layer_met2.png
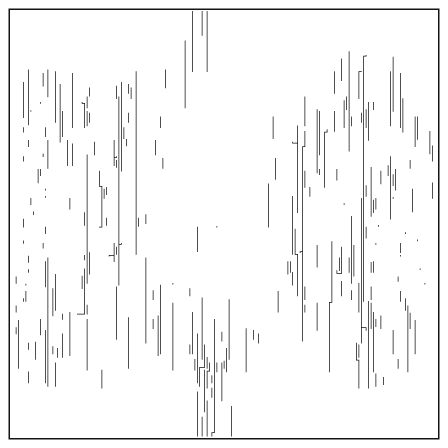
placement_by_type.png
The bar under the picture is 20 um long. Fill, decap, tap and diode cells in grey.
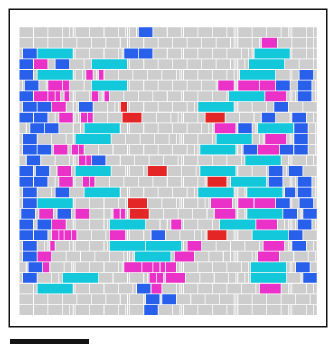
logic_types.png
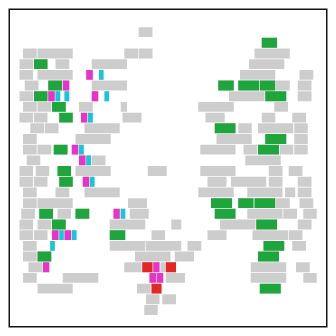
==> config.mk <==
export PLATFORM = sky130hd
export DESIGN_NAME = reg_arb
export DESIGN_NICKNAME = d
export VERILOG_FILES = /design/src/rtl/reg_arb.sv
export SDC_FILE = /design/constraint.sdc
export NUM_CORES = 1
export LEC_CHECK = 0
export CAP_MARGIN = 10
export CORE_MARGIN = 2
export CORE_UTILIZATION = 25
export DETAILED_ROUTE_END_ITERATION = 8
export PLACE_DENSITY_LB_ADDON = 0.3
export SYNTH_ARGS = -nofsm -noshare
export SYNTH_HDL_FRONTEND = slang
export SYNTH_SLANG_ARGS = --single-unit
==> constraint.sdc <==
create_clock -name clk -period 3.76 [get_ports clk]
set_input_delay 0.376 -clock clk [delete_from_list [all_inputs] [get_ports clk]]
set_output_delay 0.376 -clock clk [all_outputs]
set_load 0.01 [all_outputs]
==> src/rtl/reg_arb.sv <==
// rtl/reg_arb.sv - two-requester round-robin arbiter in front of a 3-address-bit register file
module reg_arb (
  input  logic       clk,
  input  logic       reset,
  input  logic       req0,
  input  logic       req1,
  input  logic       we0,
  input  logic       we1,
  input  logic [2:0] addr0,
  input  logic [2:0] addr1,
  input  logic [7:0] wdata0,
  input  logic [7:0] wdata1,
  output logic       gnt0,
  output logic       gnt1,
  output logic       rvalid0,
  output logic       rvalid1,
  output logic [7:0] rdata0,
  output logic [7:0] rdata1,
  output logic [2:0] wa3,
  output logic [7:0] wd3,
  output logic       we3,
  output logic [2:0] ra1,
  input  logic [7:0] rd1
);

  typedef enum logic [1:0] {IDLE, GNT0, GNT1} state_e;

  state_e     state_q, state_d;
  logic       rr_last_q, rr_last_d;
  logic       cmd_we_q, cmd_we_d;
  logic [2:0] cmd_addr_q, cmd_addr_d;
  logic [7:0] cmd_wdata_q, cmd_wdata_d;
  logic       rvalid0_q, rvalid0_d;
  logic       rvalid1_q, rvalid1_d;
  logic [7:0] rdata0_q, rdata0_d;
  logic [7:0] rdata1_q, rdata1_d;
  logic       elig0, elig1;

  // Arbitration, command capture on grant entry, and read-data capture at the end of a read grant
  always_comb begin
    state_d     = IDLE;
    rr_last_d   = rr_last_q;
    cmd_we_d    = cmd_we_q;
    cmd_addr_d  = cmd_addr_q;
    cmd_wdata_d = cmd_wdata_q;

    // A requester inside its own grant cycle is masked so one request yields one grant
    elig0 = req0 && (state_q != GNT0);
    elig1 = req1 && (state_q != GNT1);

    if (elig0 && elig1) begin
      state_d = rr_last_q ? GNT0 : GNT1;
    end else if (elig0) begin
      state_d = GNT0;
    end else if (elig1) begin
      state_d = GNT1;
    end

    case (state_d)
      GNT0: begin
        rr_last_d   = 1'b0;
        cmd_we_d    = we0;
        cmd_addr_d  = addr0;
        cmd_wdata_d = wdata0;
      end
      GNT1: begin
        rr_last_d   = 1'b1;
        cmd_we_d    = we1;
        cmd_addr_d  = addr1;
        cmd_wdata_d = wdata1;
      end
      default: ;
    endcase

    rvalid0_d = (state_q == GNT0) && !cmd_we_q;
    rvalid1_d = (state_q == GNT1) && !cmd_we_q;
    rdata0_d  = rvalid0_d ? rd1 : rdata0_q;
    rdata1_d  = rvalid1_d ? rd1 : rdata1_q;
  end

  // State, round-robin pointer, command and read-result registers
  always_ff @(posedge clk or negedge reset) begin
    if (!reset) begin
      state_q     <= IDLE;
      rr_last_q   <= 1'b0;
      cmd_we_q    <= 1'b0;
      cmd_addr_q  <= 3'd0;
      cmd_wdata_q <= 8'h00;
      rvalid0_q   <= 1'b0;
      rvalid1_q   <= 1'b0;
      rdata0_q    <= 8'h00;
      rdata1_q    <= 8'h00;
    end else begin
      state_q     <= state_d;
      rr_last_q   <= rr_last_d;
      cmd_we_q    <= cmd_we_d;
      cmd_addr_q  <= cmd_addr_d;
      cmd_wdata_q <= cmd_wdata_d;
      rvalid0_q   <= rvalid0_d;
      rvalid1_q   <= rvalid1_d;
      rdata0_q    <= rdata0_d;
      rdata1_q    <= rdata1_d;
    end
  end

  // Outputs come straight from registers; the write enable is gated by the grant so reset kills it at once
  always_comb begin
    gnt0    = (state_q == GNT0);
    gnt1    = (state_q == GNT1);
    we3     = (state_q != IDLE) && cmd_we_q;
    wa3     = cmd_addr_q;
    wd3     = cmd_wdata_q;
    ra1     = cmd_addr_q;
    rvalid0 = rvalid0_q;
    rvalid1 = rvalid1_q;
    rdata0  = rdata0_q;
    rdata1  = rdata1_q;
  end

endmodule

==> out/results.tsv <==
metric	value	unit
status	finished, final reports clean	
ys_types	18	
antenna_left	0	
hold_viol	0	
critPathTopFamily	adder cells	
worst_ep_arrival_time	2.24	ns
slew_headroom	52.1	%
layout.nonclk_buf_share	31.0	%
pin_count	71	
track_usage	10.0	%
clkPwrFrac	16.4	%
yosys_area	0.00146	mm^2
clock_buffers	7	
viasPerCell	4.20	
die_w	80.4	um
rows	27	
setup_viol	0	
core_area	0.00557	mm^2
cts_tree	built	
synth_warnings	0	
crit_type	reg -> reg	
syn2layout_area_growth	56.6	%
grt_start_max_net_pins	34	
placed_cell_area	0.00218	mm^2
die-area	0.00647	mm^2
mux_share	24.4	%
netlist_instances	107	
power-top-group	combinational cells	
avgSynthCellArea	13.6	um^2
cp-end-kind	register	
antenna_cells	0	
area_leaders	dfrtp_1 57%, mux2_4 12%, mux2i_1 8.2%, o21ai_0 4.5%, mux2_2 3.9%	
final_core_util	41.0	%
synth_top_cell_by_area	dfrtp_1	
post_cts_resized	0	
skew	0.00680	ns
ff2ff_path_depth	5	
antenna_found_initial	0	
synth_area	0.00146	mm^2
worst_pin_slew	0.718	ns
synth_top_area_share	56.6	%
grt_pass1_vias	1049	
fin_ws	1.69	ns
flop_area	826	um^2
routedWlPerCell	12.2	um
finalCritPeriodShare	55.0	%
hold_end	wd3[3]	
cp.depth	5	
pre_cts_ws	1.43	ns
gp_congestion	0.741	
fp_util	26.2	%
post-route-cell-area	0.00229	mm^2
cts_buffers	5	
-- layer_met2.png (at the start) --
share of all routed wire = 40%
main direction = vertical
wire length on this layer = 1,230 um
longest straight run = 46.1 um

-- placement_by_type.png (at the start) --
cyan -> sequential cells  # cells 33, share of their area 38%
magenta -> combinational and other logic  # cells 65, share of their area 26%
blue -> remaining buffers and delay cells  # cells 71, share of their area 32%
red -> clock drivers and dummy loads  # cells 8, share of their area 4.6%

-- logic_types.png (at the start) --
red -> non-inverting ao/oa cells  # cells 3, most used o21a_1
green -> mux cells  # cells 29
magenta -> aoi and oai cells  # cells 15, most used o21ai_0
cyan -> nand cells  # cells 12, most used nand2_1
Top cell excl fill/tap: clkdlybuf4s50_1
combinational share of cell area: 24.4%
Finished Layout Cells: 249

## per-layer routing
metal / vias to the layer above / share of wire [%] / wire length (um) / global-route usage (%)
met3: 6 / 14 / 424 / 5.28
met1: 466 / 45 / 1360 / 12.5
li1: 505 / - / - / -
met5: - / 0 / 0 / 0
met4: 0 / 1.1 / 35 / 3.05
met2: 68 / 40 / 1230 / 14.9
## cells by family after synthesis
family / after synthesis
AOI/OAI and AO/OA: 18
adders and majority gates: 1
DFF: 33
muxes: 29
buffers and inverters: 10
and+or+nand+nor: 16
## state kept, by name, indices dropped and copies added, names as in the netlist
signal / count
rdata0: 8
rdata1: 8
wd3: 8
ra1: 3
state_q: 2
cmd_we_q: 1
rr_last_q: 1
rvalid0: 1
rvalid1: 1
Power figures rest on the tool's default switching activity, not on a simulated workload.
